==> images/layer_met1.png <==
Scale bar: 200 um. Supply wires on this layer in gray.
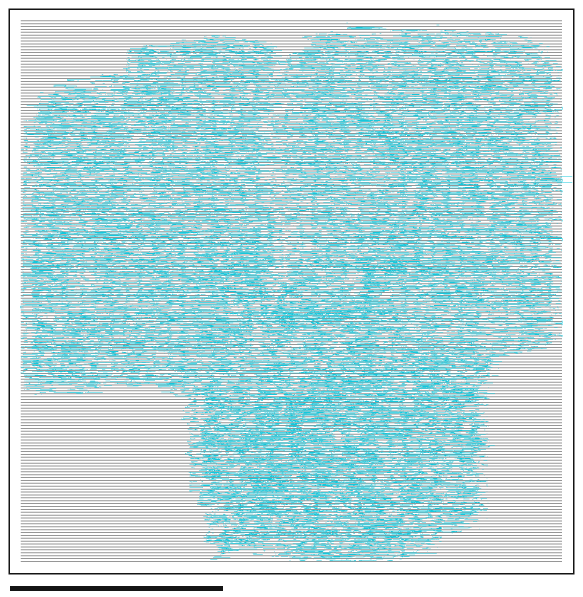
==> images/layer_met2.png <==
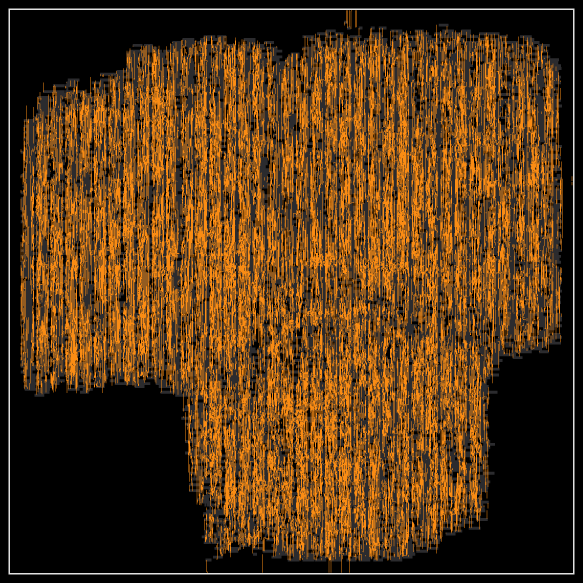
==> images/layer_met3.png <==
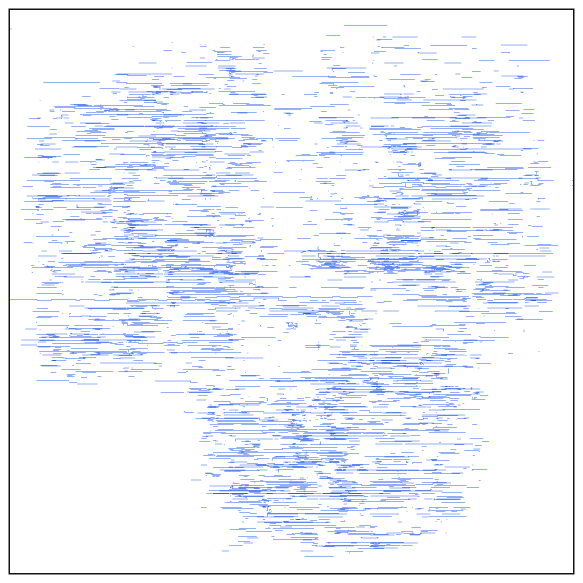
==> images/layer_met4.png <==
Supply wires on this layer in gray.
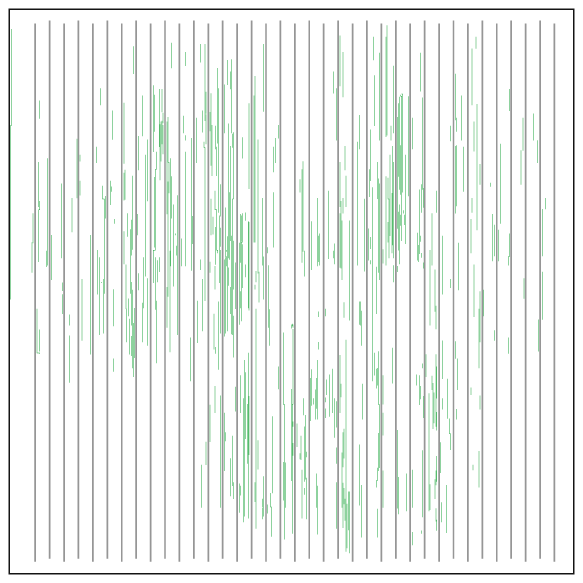
==> config.mk <==
export PLATFORM = sky130hd
export DESIGN_NAME = maze_bfs_solver
export DESIGN_NICKNAME = d
export VERILOG_FILES = /design/src/rtl/maze_bfs_solver.sv
export SDC_FILE = /design/constraint.sdc
export NUM_CORES = 2
export LEC_CHECK = 0
export CAP_MARGIN = 30
export CORE_MARGIN = 10
export CORE_UTILIZATION = 57
export CTS_CLUSTER_SIZE = 10
export DETAILED_ROUTE_END_ITERATION = 8
export PLACE_DENSITY = 0.79
export SETUP_SLACK_MARGIN = 0.1
export SYNTH_ARGS = -nofsm -noshare
export SYNTH_HDL_FRONTEND = slang
export SYNTH_SLANG_ARGS = --single-unit
==> constraint.sdc <==
create_clock -name clk -period 13.4 [get_ports clk]
set_input_delay 2.68 -clock clk [delete_from_list [all_inputs] [get_ports clk]]
set_output_delay 2.68 -clock clk [all_outputs]
set_load 0.005 [all_outputs]
==> impl_metrics.csv <==
group,metric,value,unit
logic_synthesis,most_common_cell,"edfxtp_1",
setup_path,cp_data_arrival_time,10.25,ns
sta,fmax,0.103,GHz
global_route,track_usage,27.2,%
global_route,grt_max_degree,170,
worst_hold_path,worstHoldPathType,"register to register",
global_route,busiest_layer,"met2",
run_status,status,"finished clean",
logic_synthesis,netlist.area_leader.share,68.5,%
setup_path,worstSetupEndpointType,"register",
logic_synthesis,edf_count,3379,
pwr,clockPowerShare,44.8,%
setup_path,crit_family,"simple AND/OR/NAND/NOR gates",
routing,route.detailed.drc,0,
worst_hold_path,holdPathStages,2,
setup_path,cp_slowest_cell,"a2111o_1",
pwr,powerSeq,12.4,mW
logic_synthesis,ys_cells,7992,
setup_path,required,13.96,ns
routing,first_pass_iters,8,
global_route,use_met1,37.0,%
routing,vias_per_cell,6.93,
floorplan,coreArea,0.259,mm2
finish,mi_logic_area,0.0370,mm2
sta,worst_pin_slew,1.11,ns
logic_synthesis,largest_area_cell,"edfxtp_1",
sta,final-setup-viol-count,0,
finish,synthToLayoutAreaGrowth,10.8,%
pwr,power.total,22.4,mW
logic_synthesis,async_flop_share,8.10,%
logic_synthesis,yosys_warnings,0,
routing,wirelength_met1,136000,um
pwr,p_comb,0.0220,mW
clock_tree,clockRootBuffer,"clkbuf_16",
logic_synthesis,netlist_instances,7992,
pwr,p_seq_share,55.1,%
finish,drive_gt1_share,19.9,%
floorplan,floorplanUtilization,57.2,%
finish,fin_util,63.4,%
sta,slew_viol_final,0,
global_route,grt_pass1_wl,568000,um
logic_synthesis,fp_nets,8110,
global_route,grt_pass1_vias,81450,
placed_design,dp_hpwl,214000,um
logic_synthesis,avgSynthCellArea,18.5,um2
pwr,power.leakage,52.7,nW
logic_synthesis,common_cells,"3,379 x edfxtp_1, 959 x mux4_2, 879 x nor2_1",
finish,filler_cell_count,16304,
finish,most-common-layout-cells,"3,379 x edfxtp_1, 959 x mux4_2, 873 x nor2_1",
routing,ant_nets,0,
clock_tree,cts_tree,"built",
setup_path,rrSetupSlack,3.71,ns
finish,lay_top_count,"edfxtp_1",
clock_tree,cts_hold_buffers,0,
placed_design,io_buffers,14,
clock_tree,clkTransAtPathRegs,0.06,ns
logic_synthesis,synth-area-yosys,0.148,mm2
setup_path,crit_cells,25,
clock_tree,cts_resized,0,
logic_synthesis,synth.distinct_cells,75,
floorplan,die_w,530,um
sta,finalHoldViolations,0,
floorplan,die_area,0.281,mm2
finish,nNetsFinal,8200,
global_route,overflow,0,
pwr,ir_drop,0.117,mV
setup_path,cp.buffers_inverters,4,
routing,topRoutingLayerUsed,"met5",
clock_tree,numCtsBuffers,414,
setup_path,start_kind,"register",
clock_tree,cts_sinks,3677,
finish,flop_area,0.109,mm2
logic_synthesis,compound_area_share,2.99,%
setup_path,worst-r2r-cell-count,25,
placed_design,gp_congestion,0.910,
pwr,p_sw_share,19.6,%
pwr,cellPowerDensity,137,mW/mm2
sta,skew,0.109,ns
routing,drt_iter0_markers,12753,
sta,rsz0062_at_grt,"false",
logic_synthesis,ys.flop_type,"edfxtp_1",
routing,route.met2.wl,187000,um
floorplan,die_h,530,um
pwr,power.switching,4.38,mW
clock_tree,clock_path_buffers,4,
clock_tree,clock_latency,0.95,ns
floorplan,rows,187,
sta,layout_min_cycle_time,9.69,ns
logic_synthesis,ys_seq_share,73.6,%
sta,finalClockPeriodUsage,72.3,%
pwr,comb_power_share,0.1,%
global_route,antenna_found_initial,6,
flow_run,max_cap_violations,0,
logic_synthesis,xor_share,0.342,%
logic_synthesis,yosys.area_share.simple,5.30,%
setup_path,max_stage_delay,0.84,ns
setup_path,crit_type,"register to register",
floorplan,top_level_ports,15,
setup_path,cp_max_fo,48,
clock_tree,cts_htree_levels,5,
logic_synthesis,syn-cell-area,0.148,mm2
logic_synthesis,synthTopLogicFamily,"multiplexers",
clock_tree,postCtsSetupRepairBufs,0,
pwr,p_clk,10.0,mW
routing,wl_per_cell,33.1,um
sta,slew_headroom,26.0,%
pwr,p_int,18.0,mW
logic_synthesis,synth_flop_count,3677,
logic_synthesis,ys_sh_adder,1.07,%
routing,wl_met3,43600,um
logic_synthesis,mux_share,15.1,%
## Picture notes: layer_met1.png
longest straight run: 91.5 um
wire length on this layer: 136 mm
main direction: horizontal
Post-Route WL: 386,000 um
total number of vias: 80,858

## Picture notes: layer_met2.png
nets with wire on the layer: 7,587
share of all routed wire: 49%
longest straight run: 135 um
main direction: vertical
wire length on this layer: 187 mm
routing usage on met2: 43.3%

## Picture notes: layer_met3.png
longest straight run: 124 um
nets with wire on the layer: 1,667
wire length on this layer: 43.6 mm
share of all routed wire: 11%
main direction: horizontal
grt met3 use: 5.76%

## Picture notes: layer_met4.png
wire length on this layer: 18,900 um
main direction: vertical
longest straight run: 207 um
nets with wire on the layer: 298
share of all routed wire: 4.9%

-- per-stage QoR --
| stage | cell area [um2] | setup WS [ns] | hold slack (ns) | cells | setup TNS (ns) |
|---|---|---|---|---|---|
| floorplan | 148000 | -0.105 | 0.444 | 7992 | -88.84 |
| global placement | 152000 | 4.12 | 0.460 | 11033 | 0 |
| detailed placement | 152000 | 3.95 | 0.467 | 11050 | 0 |
| CTS | 164000 | 3.83 | 0.479 | 11639 | 0 |
| global route | 164000 | 3.38 | 0.496 | 11659 | 0 |
| finish | 164000 | 3.71 | 0.482 | 11668 | 0 |
-- area by class of cell --
type	instances	area share [%]
multi-input cells	3739	22.6
diodes	11	0.0168
repair buffers	179	1.28
clock buffers	561	6.70
flip-flops and latches	3677	66.4
well taps	3402	2.59
clock inverters	28	0.262
inverters	71	0.164
Power and IR drop assume default switching activity.
